<file path="src/rtl/instr_encoder.sv">
// Instruction field encoder: packs field bundles into 32-bit words through a 2-entry FIFO
// and tags each emitted word with a byte address. Optional group checking under INSTR_ENCODER_ERR_CHECK_EN.
module instr_encoder (
    input  logic        clk,
    input  logic        rst_n,
    input  logic        in_valid,
    output logic        in_ready,
    input  logic [3:0]  in_group,
    input  logic [3:0]  in_ra_index,
    input  logic [3:0]  in_rb_index,
    input  logic [3:0]  in_rc_index,
    input  logic [3:0]  in_opcode,
    input  logic [15:0] in_imm_val,
    output logic        out_valid,
    input  logic        out_ready,
    output logic [31:0] out_instr,
    output logic [31:0] out_addr,
    input  logic        load_base,
    input  logic [31:0] base_addr
`ifdef INSTR_ENCODER_ERR_CHECK_EN
    ,
    output logic        err_pulse,
    output logic        err_sticky,
    input  logic        clr_err
`endif
);

    // Group 1 carries an immediate; every other group uses the three-register layout.
    function automatic logic [31:0] encode_word(
        input logic [3:0]  grp,
        input logic [3:0]  ra,
        input logic [3:0]  rb,
        input logic [3:0]  rc,
        input logic [3:0]  op,
        input logic [15:0] imm
    );
        logic [31:0] w;
        w = 32'h0000_0000;
        case (grp)
            4'd1:                w = {grp, ra, rb, op, imm};
            4'd0, 4'd2, 4'd3:    w = {grp, ra, rb, rc, 12'h000, op};
            default:             w = {4'h0, ra, rb, rc, 12'h000, op};
        endcase
        return w;
    endfunction

    logic [1:0]  count_r, count_nxt_s;
    logic [31:0] head_r, head_nxt_s;
    logic [31:0] tail_r, tail_nxt_s;
    logic [31:0] addr_r, addr_nxt_s;
    logic        in_ready_r, out_valid_r;
    logic [31:0] word_s;
    logic        accept_s, push_s, pop_s;

    assign word_s   = encode_word(in_group, in_ra_index, in_rb_index, in_rc_index, in_opcode, in_imm_val);
    assign accept_s = in_valid & in_ready_r;
    assign pop_s    = out_valid_r & out_ready;

`ifdef INSTR_ENCODER_ERR_CHECK_EN
    logic illegal_s;
    logic err_pulse_r, err_sticky_r;
    assign illegal_s  = accept_s & (in_group > 4'd3);
    assign push_s     = accept_s & ~illegal_s;
    assign err_pulse  = err_pulse_r;
    assign err_sticky = err_sticky_r;

    // Error flags; a new error outranks a same-cycle clear.
    always_ff @(posedge clk) begin
        if (!rst_n) begin
            err_pulse_r  <= 1'b0;
            err_sticky_r <= 1'b0;
        end else begin
            err_pulse_r  <= illegal_s;
            err_sticky_r <= illegal_s ? 1'b1 : (clr_err ? 1'b0 : err_sticky_r);
        end
    end
`else
    assign push_s = accept_s;
`endif

    // FIFO and address next-state; head_r is the output word register.
    always_comb begin
        count_nxt_s = count_r;
        head_nxt_s  = head_r;
        tail_nxt_s  = tail_r;
        addr_nxt_s  = addr_r;
        case (count_r)
            2'd0: begin
                if (push_s) begin
                    head_nxt_s  = word_s;
                    count_nxt_s = 2'd1;
                end else begin
                    count_nxt_s = 2'd0;
                end
            end
            2'd1: begin
                if (push_s && pop_s) begin
                    head_nxt_s  = word_s;
                end else if (push_s) begin
                    tail_nxt_s  = word_s;
                    count_nxt_s = 2'd2;
                end else if (pop_s) begin
                    count_nxt_s = 2'd0;
                end else begin
                    count_nxt_s = 2'd1;
                end
            end
            2'd2: begin
                if (pop_s) begin
                    head_nxt_s  = tail_r;
                    count_nxt_s = 2'd1;
                end else begin
                    count_nxt_s = 2'd2;
                end
            end
            default: count_nxt_s = 2'd0;
        endcase
        if (load_base) begin
            addr_nxt_s = base_addr & 32'hFFFF_FFFC;
        end else if (pop_s) begin
            addr_nxt_s = addr_r + 32'd4;
        end else begin
            addr_nxt_s = addr_r;
        end
    end

    // State registers; ready/valid are precomputed from the next occupancy.
    always_ff @(posedge clk) begin
        if (!rst_n) begin
            count_r     <= 2'd0;
            head_r      <= 32'h0000_0000;
            tail_r      <= 32'h0000_0000;
            addr_r      <= 32'h0000_0000;
            in_ready_r  <= 1'b1;
            out_valid_r <= 1'b0;
        end else begin
            count_r     <= count_nxt_s;
            head_r      <= head_nxt_s;
            tail_r      <= tail_nxt_s;
            addr_r      <= addr_nxt_s;
            in_ready_r  <= (count_nxt_s != 2'd2);
            out_valid_r <= (count_nxt_s != 2'd0);
        end
    end

    assign in_ready  = in_ready_r;
    assign out_valid = out_valid_r;
    assign out_instr = head_r;
    assign out_addr  = addr_r;

endmodule

</file>
<file path="config.mk">
export PLATFORM = sky130hd
export DESIGN_NAME = instr_encoder
export DESIGN_NICKNAME = d
export VERILOG_FILES = /design/src/rtl/instr_encoder.sv
export SDC_FILE = /design/constraint.sdc
export NUM_CORES = 1
export LEC_CHECK = 0
export CAP_MARGIN = 30
export CORE_MARGIN = 1
export CORE_UTILIZATION = 50
export DETAILED_ROUTE_END_ITERATION = 10
export PLACE_DENSITY_LB_ADDON = 0.08
export REMOVE_ABC_BUFFERS = 1
export SETUP_SLACK_MARGIN = 0.15
export SYNTH_ARGS = -nofsm -noshare
export SYNTH_HDL_FRONTEND = slang
export SYNTH_SLANG_ARGS = --single-unit
</file>
<file path="constraint.sdc">
create_clock -name clk -period 6.25 [get_ports clk]
set_clock_uncertainty 0.1 [all_clocks]
set_input_delay 0.625 -clock clk [delete_from_list [all_inputs] [get_ports clk]]
set_output_delay 0.625 -clock clk [all_outputs]
set_load 0.005 [all_outputs]
</file>
==> impl_metrics.csv, run 1 <==
group,metric,value,unit
run_status,status,"completed",
critical_path,worstRegToRegCells,4,
final_layout,regArea,0.00196,mm^2
routing,routed_wl,12200,um
routing,maxUsedRoutingLayer,"met4",
cts,cts_tree,"yes",
final_layout,finalNonFillerCells,788,
critical_path,crit_fanout,38,
final_layout,logic_gates,419,
timing,worstMarginPinSlew,0.979,ns
global_route,overflow,0,
logic_synthesis,synth.distinct_cells,53,
worst_hold_path,worstHoldPathCells,2,
timing,layout_min_cycle_time,2.92,ns
final_layout,comb-cell-share,0.400,
placement,hpwl,8090,um
placement,io_buffers,134,
timing,hold-worst-slack,0.359,ns
logic_synthesis,synth.avg_cell_area,8.21,um^2
routing,viasPerCell,5.81,
final_layout,n_clock_buffer,10,
logic_synthesis,edf_count,0,
logic_synthesis,synth_area,0.00467,mm^2
final_layout,nets,749,
logic_synthesis,ys.warnings.count,0,
routing,wl_met1,4960,um
logic_synthesis,yosys.stat.seqShare,0.420,
logic_synthesis,yosysCellCount,568,
worst_hold_path,holdCritPathClass,"reg -> reg",
logic_synthesis,ys_chip_area,0.00467,mm^2
final_layout,seq_cell_count,98,
final_layout,nFillCells,757,
logic_synthesis,ys_async_sr_fraction,0,
routing,drtIter0Drc,226,
cts,clk_latency,0.35,ns
logic_synthesis,ys_ff,98,
global_route,grt_use_met3,0.0525,
routing,drc,0,
critical_path,endpoint,"tail_r[10]",
[run 1: registers in the layout (all words and copies together) (netlist names)]
name and flops:
out_valid 1, out_instr 32, in_ready 1, count_r 2, out_addr 30, tail_r 32
[run 1: worst max-delay path: stages]
cell and delay, ns:
clkdlybuf4s50_1 0.53, a21boi_0 0.63, and2_2 0.86, mux2i_1 0.29, nor2_1 0.06
[run 1: logic make-up (layout without fill, tap and decap cells)]
logic type	after synthesis	count (layout)	share of synthesized area
AND/OR/NAND/NOR	251	251	0.269
adder cells (fa/ha/maj)	1	1	0.00268
multiplexers	22	22	0.0472
AND-OR/OR-AND	130	130	0.184
other	1	2	0.000804
buffers and inverters	52	163	0.0520
XOR/XNOR	13	13	0.0244
flip-flops	98	98	0.420
[run 1: power by group]
| group | internal [uW] | leakage (uW) | switching (uW) |
|---|---|---|---|
| logic | 164 | 0.00120 | 133 |
| clock network | 165 | 0.0000945 | 233 |
| registers | 675 | 0.000805 | 43.7 |
[run 1: through the flow]
stage / cell area [um^2] / setup slack, ns
finish: 6200 / 3.33
global route: 6200 / 3.19
CTS: 6200 / 3.35
detailed placement: 6010 / 2.98
global placement: 5980 / 3.04
floorplan: 4450 / 2.84
[run 1: placed cells by master, fill, tap and decap left out, drive strengths merged, types with 5 or more instances in the layout]
cell,synthesis,layout
clkdlybuf4s50,0,133
dfxtp,98,98
nand2,91,91
nor2,44,44
o21ai,29,29
a21oi,23,23
and2,23,23
mux2i,22,22
nand3,19,19
a31oi,16,16
a211oi,15,15
a311oi,15,15
nand4,13,13
xnor2,11,11
nor3,10,10
clkbuf,34,10
nor4,9,9
and3,9,9
o211ai,9,9
inv,6,9
o22ai,8,8
buf,11,8
nor2b,5,5
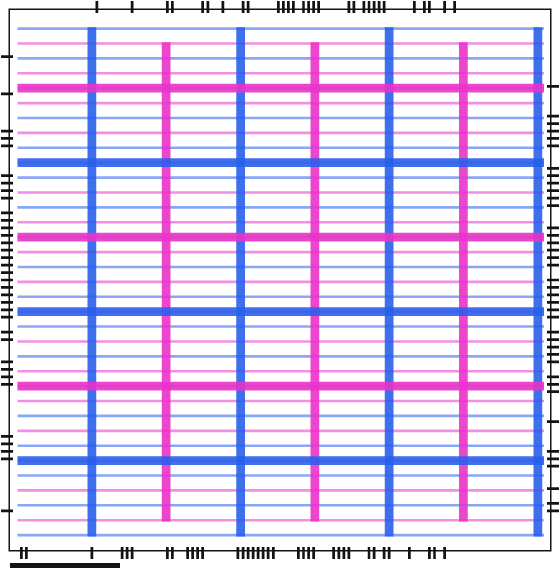
Figure 1: run 1, floorplan with the power grid.
Bar = 20 um. Pins as bars on the die edge.
- VSS: blue
- VDD: magenta
- met4 straps: 7
- rows: 34
- signal pins: 139
- met1 rails: 35
- met5 straps: 6

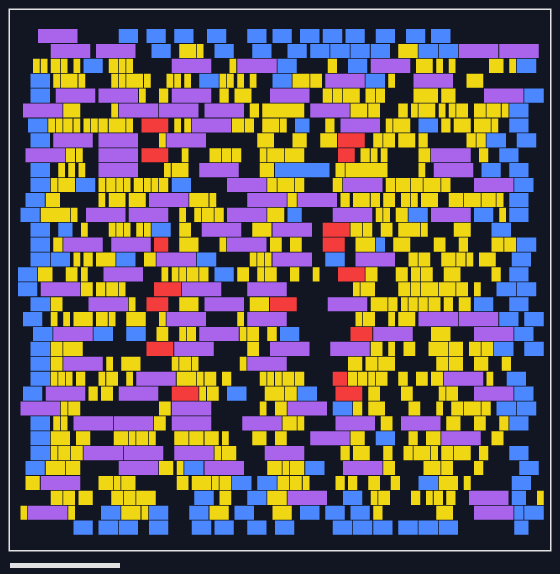
Figure 2: run 1, placed cells, one colour a class.
Bar = 20 um.
- all other logic: yellow (cells 425; share of their area 41%)
- other buffers and delay cells: blue (cells 141; share of their area 23%)
- clock drivers and dummy loads: red (cells 16; share of their area 3.2%)
- flip-flops: purple (cells 98; share of their area 32%)

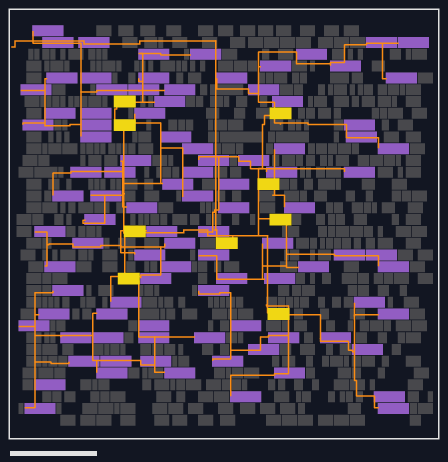
Figure 3: run 1, routed clock nets over the placement.
Bar = 20 um.
- cells driving clock nets: yellow (count 9)
- flip-flops: purple (count 98)
- clock wires: orange (length 1060 um)
- routed clock nets: 10
- flops lie: spread over the die

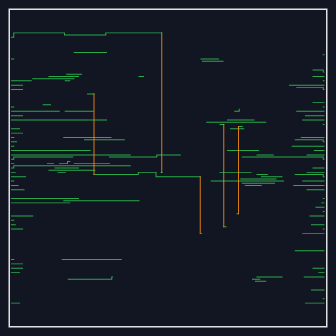
Figure 4: run 1, wiring by layer.
Two of the layers only.
- met4: orange (wire length 146 um)
- met3: green (wire length 899 um)

Figure 5. Cell outlines without signal wires (run 1).
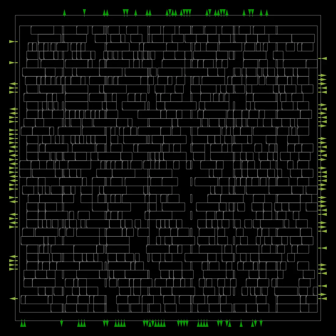

==> run 1 -> run 2 <==
--- a/config.mk
+++ b/config.mk
@@ -7,7 +7,7 @@
 export LEC_CHECK = 0
 export CAP_MARGIN = 30
 export CORE_MARGIN = 1
-export CORE_UTILIZATION = 50
+export CORE_UTILIZATION = 43
 export DETAILED_ROUTE_END_ITERATION = 10
 export PLACE_DENSITY_LB_ADDON = 0.08
 export REMOVE_ABC_BUFFERS = 1
==> constraint.sdc (replaced) <==
create_clock -name clk -period 2.55 [get_ports clk]
set_clock_uncertainty 0.1 [all_clocks]
set_input_delay 0.255 -clock clk [delete_from_list [all_inputs] [get_ports clk]]
set_output_delay 0.255 -clock clk [all_outputs]
set_load 0.005 [all_outputs]
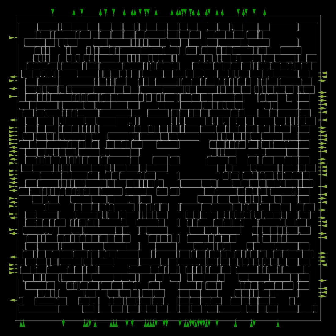
Figure 6: run 2, cell outlines without signal wires.
post-route insts no fill: 832
core area: 0.0104 mm^2
Cell Rows: 37
fin util: 0.614
flop share of the area: 0.307

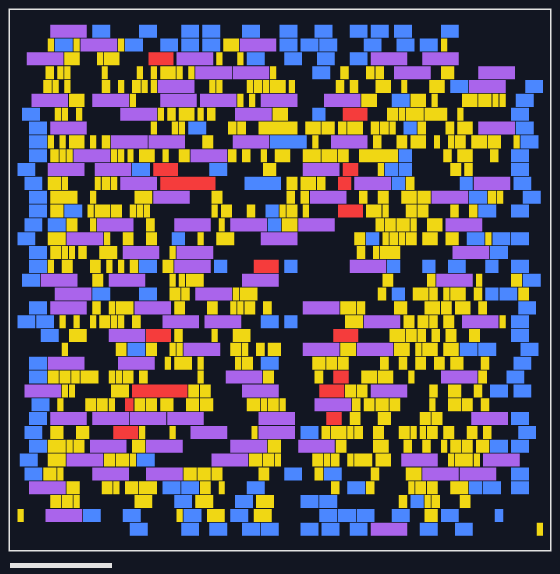
Figure 7: run 2, placed cells, one colour a class.
Bar = 20 um.
- clock drivers and dummy loads: red (cells 16; share of their area 3.6%)
- all other logic: yellow (cells 425; share of their area 40%)
- flip-flops: purple (cells 98; share of their area 32%)
- other buffers and delay cells: blue (cells 157; share of their area 25%)

==> impl_metrics.csv, run 2 <==
group,metric,value,unit
logic_synthesis,ys_async_sr_fraction,0,
logic_synthesis,ys_chip_area,0.00467,mm^2
routing,drtIter0Drc,194,
final_layout,regArea,0.00196,mm^2
placement,io_buffers,134,
routing,viasPerCell,5.54,
logic_synthesis,synth.distinct_cells,53,
logic_synthesis,edf_count,0,
timing,hold-worst-slack,0.201,ns
timing,worstMarginPinSlew,0.522,ns
timing,fin_ws,0.291,ns
run_status,status,"completed",
critical_path,path_buffers,0,
cts,clk_latency,0.36,ns
routing,routed_wl,12600,um
critical_path,worstRegToRegCells,5,
critical_path,crit_fanout,8,
power_and_ir_drop,pwr-share-clk,0.311,
critical_path,endpoint,"out_addr[22]",
logic_synthesis,ys.warnings.count,0,
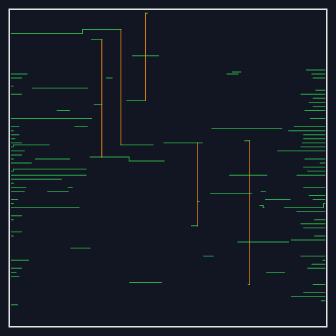
Figure 8: run 2, wiring by layer.
Two of the layers only.
- met4: orange (wire length 184 um)
- met3: green (wire length 743 um)

## run 2: power by group through the flow
stage | Combinational, uW | Clock (uW) | Sequential, uW
2_1_floorplan | 302 | 0 | 1780
3_3_place_gp | 742 | 0 | 1790
3_5_place_dp | 756 | 0 | 1790
4_1_cts | 760 | 1160 | 1760
5_1_grt | 826 | 1220 | 1780
6_report | 753 | 1130 | 1760
## run 2: area by class of cell
type	count	area share
Multi-Input combinational cell	419	0.388
Sequential cell	98	0.307
Timing Repair Buffer	157	0.240
Tap cell	136	0.0266
Clock buffer	9	0.0194
Clock inverter	7	0.0155
Inverter	6	0.00352
## run 2: kinds of logic (layout without fill, tap and decap cells)
family | count (synthesis) | count (layout) | share of synthesized area
AND-OR/OR-AND | 130 | 130 | 0.184
XOR/XNOR | 13 | 13 | 0.0244
adder cells (fa/ha/maj) | 1 | 1 | 0.00268
buffers and inverters | 52 | 179 | 0.0520
flip-flops | 98 | 98 | 0.420
multiplexers | 22 | 22 | 0.0472
other | 1 | 2 | 0.000804
AND/OR/NAND/NOR | 251 | 251 | 0.269
## run 2: worst min-delay path by stage
| stage | to | startpoint | cells after the start | slack (ns) |
|---|---|---|---|---|
| final | out_addr[15] | rst_n | 2 | 0.20 |
| after detailed placement | tail_r[22] | tail_r[22] | 2 | 0.35 |
| after CTS | out_addr[15] | rst_n | 2 | 0.19 |
| after global routing | out_addr[15] | rst_n | 2 | 0.20 |
| after floorplan | out_addr[31] | rst_n | 2 | 0.26 |
| after global placement | tail_r[27] | tail_r[27] | 2 | 0.34 |
## run 2: per-layer routing
layer,part of all wire,routed length [um],vias to the layer above
li1,-,-,2288
met1,0.44,5530,2178
met2,0.49,6170,132
met3,0.059,742,12
met4,0.014,183,0
met5,0,0,-
Figure 9. Routed clock nets over the placement (run 2).
Bar = 20 um.
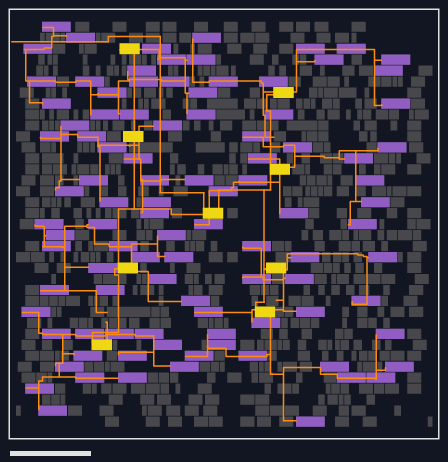

==> run 2 -> run 3 <==
--- a/config.mk
+++ b/config.mk
@@ -5,9 +5,10 @@
 export SDC_FILE = /design/constraint.sdc
 export NUM_CORES = 1
 export LEC_CHECK = 0
+export ABC_AREA = 1
 export CAP_MARGIN = 30
-export CORE_MARGIN = 1
-export CORE_UTILIZATION = 43
+export CORE_UTILIZATION = 44
+export CTS_CLUSTER_DIAMETER = 60
 export DETAILED_ROUTE_END_ITERATION = 10
 export PLACE_DENSITY_LB_ADDON = 0.08
 export REMOVE_ABC_BUFFERS = 1
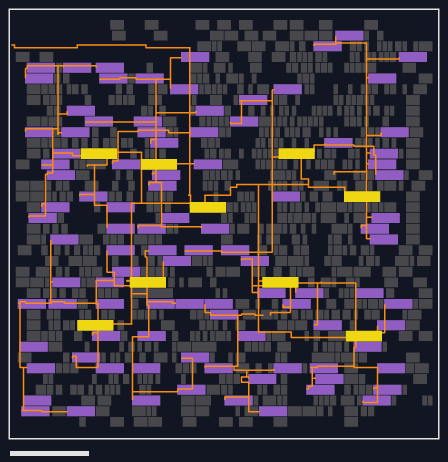
Figure 10: run 3, routed clock nets over the placement.
Bar = 20 um.
- flip-flops: purple (count 98)
- cells driving clock nets: yellow (count 9)
- clock wires: orange (length 1250 um)
- flops lie: spread over the die

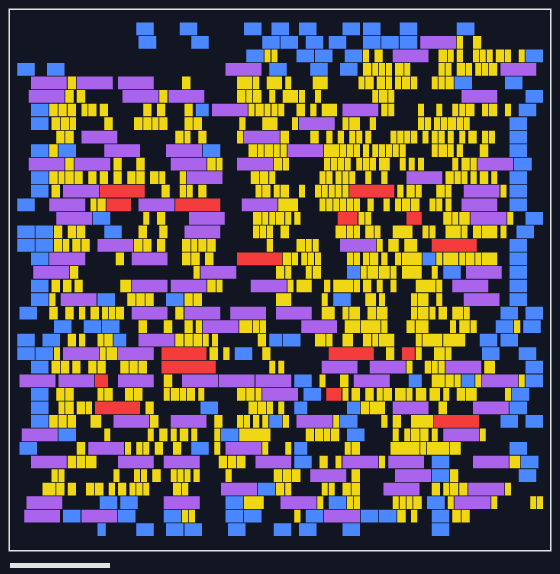
Figure 11: run 3, placed cells, one colour a class.
Bar = 20 um.
- flip-flops: purple (cells 98; share of their area 30%)
- all other logic: yellow (cells 600; share of their area 43%)
- clock drivers and dummy loads: red (cells 16; share of their area 4.8%)
- other buffers and delay cells: blue (cells 145; share of their area 22%)

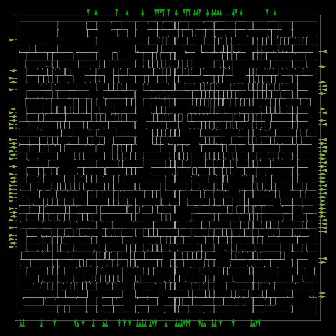
Figure 12: run 3, cell outlines without signal wires.
tap cells: 140
flop count: 98
Fill cells: 1006
core area: 0.0109 mm^2
Cell Rows: 38

==> impl_metrics.csv, run 3 <==
group,metric,value,unit
run_status,status,"completed",
critical_path,crit_fanout,31,
final_layout,n_clock_buffer,10,
final_layout,inv_count,68,
final_layout,comb-cell-share,0.384,
logic_synthesis,ys_chip_area,0.00499,mm^2
cts,clk_latency,0.35,ns
routing,viasPerCell,5.15,
final_layout,seq_share,0.293,
worst_hold_path,min_from,"rst_n",
routing,wl_met1,6120,um
logic_synthesis,ys_async_sr_fraction,0,
final_layout,buf_share,0.212,
logic_synthesis,ys.warnings.count,0,
final_layout,clkCellAreaFrac,0.0468,
routing,maxUsedRoutingLayer,"met4",
routing,wl_met2,6680,um
worst_hold_path,worstHoldPathCells,3,
routing,met3WireLength,988,um
final_layout,largestClassByArea,"logic gates",
routing,drtIter0Drc,208,
critical_path,path_buffers,2,
placement,io_buffers,134,
final_layout,logic_gates,532,
## run 3: cell types whose count changed after synthesis, moves of 14 or more
cell      previous run  this run
mux2i_1             22         0
clkbuf_1            34        14
o21ai_0             29        93
a21oi_1             23        88
and2_1              22         0
inv_1                4        62
nand3_1             19        36
a211oi_1            15         1
nor2_1              44        66
a311oi_1            15         0
nand2_1             91       179
## run 3: stage by stage
step / cells / instance area (um^2) / hold WS [ns] / worst slack (ns)
global placement: 983 / 6380 / 0.320 / 0.495
detailed placement: 983 / 6380 / 0.337 / 0.466
CTS: 999 / 6690 / 0.159 / 0.776
finish: 999 / 6690 / 0.172 / 0.786
floorplan: 698 / 4780 / 0.243 / 0.688
global route: 999 / 6690 / 0.184 / 0.650
## run 3: power by group
part	leakage, uW	switching, uW	internal, uW
logic	0.00165	354	372
clock network	0.000147	632	800
registers	0.000805	91.5	1660
total	0.00260	1080	2830
## run 3: cell families (layout without fill, tap and decap cells)
logic type | after synthesis | count (layout) | share of synthesized area
AND-OR/OR-AND | 205 | 205 | 0.219
flip-flops | 98 | 98 | 0.393
AND/OR/NAND/NOR | 315 | 315 | 0.276
other | 1 | 2 | 0.000752
adder cells (fa/ha/maj) | 1 | 1 | 0.00251
XOR/XNOR | 9 | 9 | 0.0158
buffers and inverters | 108 | 229 | 0.0933
## run 3: worst max-delay path by stage
stage                          start       endpoint  slack (ns)
after floorplan           count_r[0]      tail_r[0]        0.69
after global placement     out_ready  out_instr[17]        0.50
after detailed placement   out_ready  out_instr[15]        0.47
after CTS                  out_ready   out_instr[8]        0.78
after global routing        in_valid   out_instr[8]        0.65
final                      out_ready   out_instr[8]        0.79
## run 3: layer usage
layer	up-vias	track usage
met1	2321	0.307
li1	2622	-
met3	20	0.0530
met4	0	0.0840
met5	-	0
met2	185	0.425
No activity file was given, so power comes from the tool's default toggle rates.
